==> src/rtl/div_controller.sv <==
// rtl/div_controller.sv - sequencing FSM for the restoring division datapath
//
// Purpose: accepts one divide request per req_valid/req_ready handshake, pulses
// start once, then alternates shift/load for N iterations, and presents the
// result through a res_valid/res_ready handshake while driving out.
//
// Ports:
//   clk, rst           single clock, synchronous active-high reset
//   req_valid/ready    request handshake (ready only in IDLE)
//   divisor            divisor bus, tapped for the zero check
//   start/shift/load   datapath strobes, mutually exclusive
//   out                datapath result-drive enable (DONE only)
//   iter               completed iteration count, stops at N
//   res_valid/ready    result handshake
//   div_zero           result is a divide-by-zero flag
//   busy               high in any state other than IDLE
//
// Configuration: define DIV_CTRL_ZERO_CHECK_EN to short-circuit a zero divisor
// straight to DONE with div_zero=1 and out=0. Undefined, divisor is ignored.

module div_controller #(
    parameter int N = 8
) (
    input  logic                     clk,
    input  logic                     rst,
    input  logic                     req_valid,
    output logic                     req_ready,
    input  logic [N-1:0]             divisor,
    output logic                     start,
    output logic                     shift,
    output logic                     load,
    output logic                     out,
    output logic [$clog2(N+1)-1:0]   iter,
    output logic                     res_valid,
    input  logic                     res_ready,
    output logic                     div_zero,
    output logic                     busy
);

    localparam int IW = $clog2(N + 1);
    localparam logic [IW-1:0] ITER_N = IW'(N);

    typedef enum logic [2:0] {
        IDLE,
        START,
        SHIFT,
        SUB,
        DONE
    } state_t;

    state_t        state_q, state_d;
    logic [IW-1:0] iter_q, iter_d;
    logic          div_zero_q, div_zero_d;
    logic          req_ready_q, req_ready_d;
    logic          start_q, start_d;
    logic          shift_q, shift_d;
    logic          load_q, load_d;
    logic          out_q, out_d;
    logic          res_valid_q, res_valid_d;
    logic          busy_q, busy_d;
    logic          zero_req;

`ifdef DIV_CTRL_ZERO_CHECK_EN
    assign zero_req = (divisor == '0);
`else
    logic unused_divisor;
    assign zero_req       = 1'b0;
    assign unused_divisor = ^divisor;
`endif

    always_comb begin
        state_d    = state_q;
        iter_d     = iter_q;
        div_zero_d = div_zero_q;
        case (state_q)
            IDLE: begin
                if (req_valid && req_ready_q) begin
                    iter_d     = '0;
                    div_zero_d = zero_req;
                    state_d    = zero_req ? DONE : START;
                end
            end
            START: state_d = SHIFT;
            SHIFT: state_d = SUB;
            SUB: begin
                iter_d  = iter_q + IW'(1);
                state_d = (iter_q + IW'(1) == ITER_N) ? DONE : SHIFT;
            end
            DONE: begin
                if (res_ready) begin
                    state_d    = IDLE;
                    div_zero_d = 1'b0;
                end
            end
            default: state_d = IDLE;
        endcase

        // Outputs are registered: decode them from the state being entered.
        req_ready_d = (state_d == IDLE);
        busy_d      = (state_d != IDLE);
        start_d     = (state_d == START);
        shift_d     = (state_d == SHIFT);
        load_d      = (state_d == SUB);
        res_valid_d = (state_d == DONE);
        // A zero-divisor result leaves the datapath buses undriven.
        out_d       = (state_d == DONE) && !div_zero_d;
    end

    always_ff @(posedge clk) begin
        if (rst) begin
            state_q     <= IDLE;
            iter_q      <= '0;
            div_zero_q  <= 1'b0;
            req_ready_q <= 1'b1;
            busy_q      <= 1'b0;
            start_q     <= 1'b0;
            shift_q     <= 1'b0;
            load_q      <= 1'b0;
            out_q       <= 1'b0;
            res_valid_q <= 1'b0;
        end else begin
            state_q     <= state_d;
            iter_q      <= iter_d;
            div_zero_q  <= div_zero_d;
            req_ready_q <= req_ready_d;
            busy_q      <= busy_d;
            start_q     <= start_d;
            shift_q     <= shift_d;
            load_q      <= load_d;
            out_q       <= out_d;
            res_valid_q <= res_valid_d;
        end
    end

    assign req_ready = req_ready_q;
    assign busy      = busy_q;
    assign start     = start_q;
    assign shift     = shift_q;
    assign load      = load_q;
    assign out       = out_q;
    assign res_valid = res_valid_q;
    assign iter      = iter_q;
    assign div_zero  = div_zero_q;

endmodule

==> config.mk <==
export PLATFORM = sky130hd
export DESIGN_NAME = div_controller
export DESIGN_NICKNAME = d
export VERILOG_FILES = /design/src/rtl/div_controller.sv
export SDC_FILE = /design/constraint.sdc
export NUM_CORES = 1
export LEC_CHECK = 0
export CAP_MARGIN = 20
export CORE_MARGIN = 4
export CORE_UTILIZATION = 37
export CTS_BUF_LIST = sky130_fd_sc_hd__clkbuf_4 sky130_fd_sc_hd__clkbuf_8 sky130_fd_sc_hd__clkbuf_16
export DETAILED_ROUTE_END_ITERATION = 10
export HOLD_SLACK_MARGIN = 0.08
export PLACE_DENSITY = 0.81
export SYNTH_ARGS = -nofsm -noshare
export SYNTH_HDL_FRONTEND = slang
export SYNTH_SLANG_ARGS = --single-unit
==> constraint.sdc <==
create_clock -name clk -period 1.38 [get_ports clk]
set_clock_uncertainty 0.05 [all_clocks]
set_input_delay 0.414 -clock clk [delete_from_list [all_inputs] [get_ports clk]]
set_output_delay 0.414 -clock clk [all_outputs]
set_load 0.01 [all_outputs]
Placement by cell class:
Fill, decap, tap and diode cells in gray.
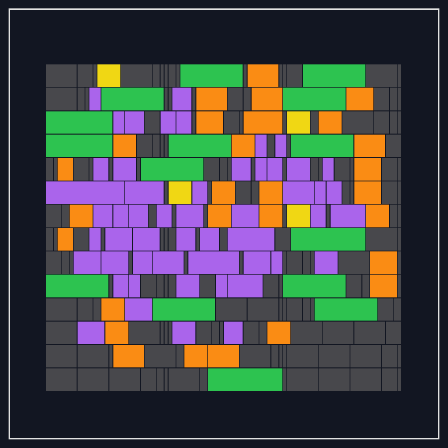
- yellow: clock drivers and dummy loads (cells 4)
- purple: all other logic (cells 52)
- green: flops (cells 15)
- orange: other buffers and delay cells (cells 28)
final standard cell utilization of the core: 0.614
fraction of area in registers: 0.320
core area: 1580 µm²
Rows: 14
final design instance area without fill: 968 µm²

Met3 routing:
Bar = 10 µm.
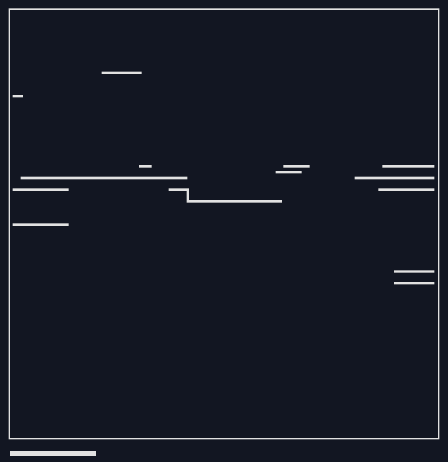
- share of all routed wire: 5.6%
- longest straight run: 19.1 µm
- wire length on this layer: 87.4 µm
- nets with wire on the layer: 11
- main direction: horizontal
Detailed Route WL: 1570 µm
met3 usage in global routing: 0.0482
via total after detailed routing: 634

==> GITHUB_STEP_SUMMARY <==
## Synthesis and layout report

| Metric | Value |
|---|---|
| Run status | complete, no violations |
| Worst EP required | 1520 ps |
| Cell area after technology mapping | 647 µm² |
| Starting DRC count in detailed routing | 5 |
| Y dimension of the die | 49.8 µm |
| Net load switching power | 0.216 mW |
| Number of instances in the synthesized netlist | 69 |
| Ys flop type | dfxtp_1 |
| Met1 Usage GRT | 0.156 |
| Wire length per cell | 13.6 µm |
| Post-Route M1 WL | 618 µm |
| Net count, final | 114 |
| Insertion delay at the late pin of the worst-skew pair | 290 ps |
| Headroom to the max-slew limit | 0.851 |
| Inserted Clock Buffers | 3 |
| Busiest layer in global routing | met2 |
| Reg clk slew, reported paths | 90 ps |
| Summed standard-cell area reported by yosys | 647 µm² |
| Worst Path Arrival | 1490 ps |
| Flops out of synthesis | 15 |
| CP Capture Point | state_q[1]$_SDFF_PP0_ |
| Initial standard-cell utilization of the core | 0.410 |
| Ranking of synthesized cells by area | dfxtp_1 (46%), a311oi_1 (5.4%), nor2_1 (4.1%), a21oi_1 (3.9%), ha_1 (3.9%) |
| Static leakage power | 0.445 nW |
| Startpoint class of the critical path | flop |
| Power attributed to the clock group | 0.275 mW |
| Setup_tns | 0 ps |
| Uppermost metal layer occupied by signal nets | met4 |
| Critical path origin | iter[0]$_SDFFE_PP0P_ |
| HPWL reported at the end of detailed placement | 1110 µm |
| Post-synthesis cell type with the largest combined area | dfxtp_1 |
| Part of the total power dissipated in combinational logic | 0.142 |
| Worst hold slack across all endpoints | 420 ps |
| Crit path largest cell delay | 350 ps |
| Worst VDD drop | 0.676 mV |
| Global-route track usage on met2 | 0.227 |
| Initial DRT Pass Iterations | 4 |
| Part of the power in registers | 0.540 |
| Die Span X | 49.8 µm |
| RR Endpoint | state_q[1]$_SDFF_PP0_ |
| Reg2Reg Setup Slack | 30 ps |
| DR DRC count | 0 |
| Worst setup slack after layout | 26.1 ps |
| Worst Tran Pin Value | 222 ps |
| Period utilization | 0.981 |
| End point of the most critical hold path | state_q[0]$_SDFF_PP0_ |
| CTS Root Buffer Type | clkbuf_4 |
| Most frequent standard cell in the layout excluding fill and tap cells | buf_4 |
| Max reg flops | 4 |
| Seq. pwr | 0.467 mW |
| Commonest cells after routing, fill and taps aside | buf_4 (13), dfxtp_1 (11), dlygate4sd2_1 (6) |
| Number of nets with antenna violations after detailed routing | 0 |
| Met3 Wirelength | 87 µm |
| Number of synthesized flops with an enable pin | 0 |
| Via count of the first global-routing pass | 596 |
| Post-synthesis sequential area ratio | 0.464 |
| Number of gates given a new drive strength after cts | 17 |
| Number of warnings reported in the yosys synthesis log | 0 |
| Hold/Removal Path Class | reg -> reg |
| Class of the most critical setup path | reg -> reg |
| CTS tree | built |
| Chain of cells forming the critical path | ha_4, buf_4, nor3b_1, a21o_1, a311oi_2 |
| Floorplan net count | 83 |
| Cell types with the highest counts after synthesis | dfxtp_1 (15), nor2_1 (7), a21oi_1 (5) |
| Antenna violations before repair | 0 |
| Die Area | 2480 µm² |
| Global-route wire length before repair | 2580 µm |
| Cts-stage hold buffer count | 0 |
| Via-per-instance ratio | 5.51 |
| Most popular library cell in the synthesized design by count | dfxtp_1 |
| Internal power contribution | 0.649 mW |
| Critical register-to-register path startpoint | iter[0]$_SDFFE_PP0P_ |
| Clock power share | 0.318 |
| Met2 WL post-DR | 842 µm |
| Maximum clock path buffer count | 2 |
| Number of cells traversed by the worst hold path | 1 |
| Cells in synth_stat.txt | 69 |
| Clock Sink Count | 15 |
| Number of logged tool warnings | 37 |
| Achievable clock frequency | 739 MHz |
| Worst-case reg-to-reg path depth | 5 |
| Antenna diode count | 0 |
| Power attributed to combinational cells | 0.123 mW |
| Number of levels the H-tree was split into | 1 |
| Routability Congestion | 0.790 |
| Mean Syn Cell Area | 9.37 µm² |
| Synth top area share | 0.464 |
| Layout cell share with drive strength beyond 1 | 0.374 |
| Unrepaired setup endpoints after global routing | yes |
| Total of max-cap violations | 0 |
| Placed instance area | 897 µm² |
| Element type at the critical path end | flop |
| Number of failing hold endpoints at the final stage | 0 |
| Setup WS pre-CTS | -381 ps |
| Inst Count DP | 111 |
| Largest driver fanout on the critical path | 4 |
| Crit-path slowest cell | dfxtp_2 |
| Setup violators final | 0 |
| Critical hold path startpoint | state_q[0]$_SDFF_PP0_ |
| Total Power Consumption | 0.865 mW |
| Area added between synthesis and finish | 49.7% |
| Sw frac | 0.250 |
| Final Slew Violations | 0 |
| Proportion of register bits with asynchronous set or reset after synthesis | 0 |
| Total setup buffers inserted after CTS | 0 |
| Top pwr grp | registers |
| Total power per unit cell area | 893 nW/µm² |
| Fillers | 150 |
| Yosys cell types | 28 |
| Total gr overflow | 0 |
| Post-layout minimum cycle time | 1350 ps |
| Total GRT Usage | 0.136 |
| Pin count of the biggest net entering global routing | 9 |
Cell outlines without signal wires:
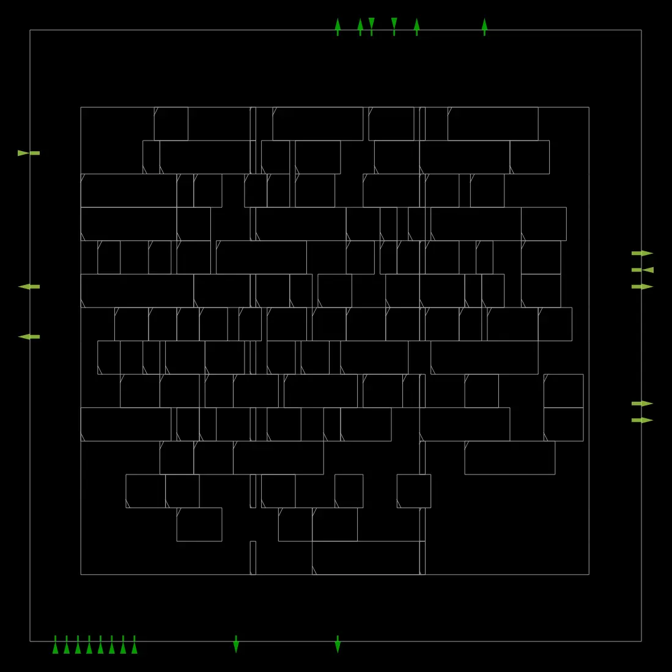
Tapcell Cnt: 16
flip-flop and latch count: 15
number of standard cells in the final layout excluding fillers: 115

Port wiring:
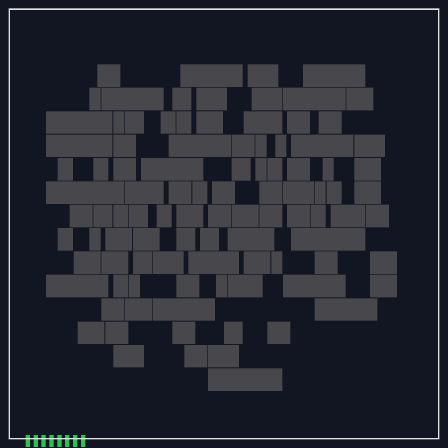
- green: `divisor` (bits 8; direction input; edge south; end cells 0)
port buffer count: 15
number of top-level design ports: 24

-- cell families (layout without fill, tap and decap cells) --
group           after synthesis  count (layout)  synth area share
fa+ha+maj                     2               2            0.0387
buf+inv                       4              34            0.0464
simple gates                 29              29             0.250
flops                        15              15             0.464
compound gates               19              19             0.201
-- final cells by class --
class / count / area, µm² / area share
clock buffer: 4 / 30.0 / 0.0310
inverter: 2 / 7.51 / 0.00775
multi-input combinational: 50 / 368 / 0.380
sequential: 15 / 310 / 0.320
tap: 16 / 20.0 / 0.0207
timing repair buffer: 28 / 233 / 0.240
-- worst max-delay path, delay by kind of cell (launching register included) --
kind,cells,cell delay (ps)
AND/OR/NAND/NOR,1,130
AND-OR/OR-AND,2,430
flip-flops,1,350
buffers and inverters,1,140
adder cells (fa/ha/maj),1,170
No activity file was given, so power comes from the tool's default toggle rates.
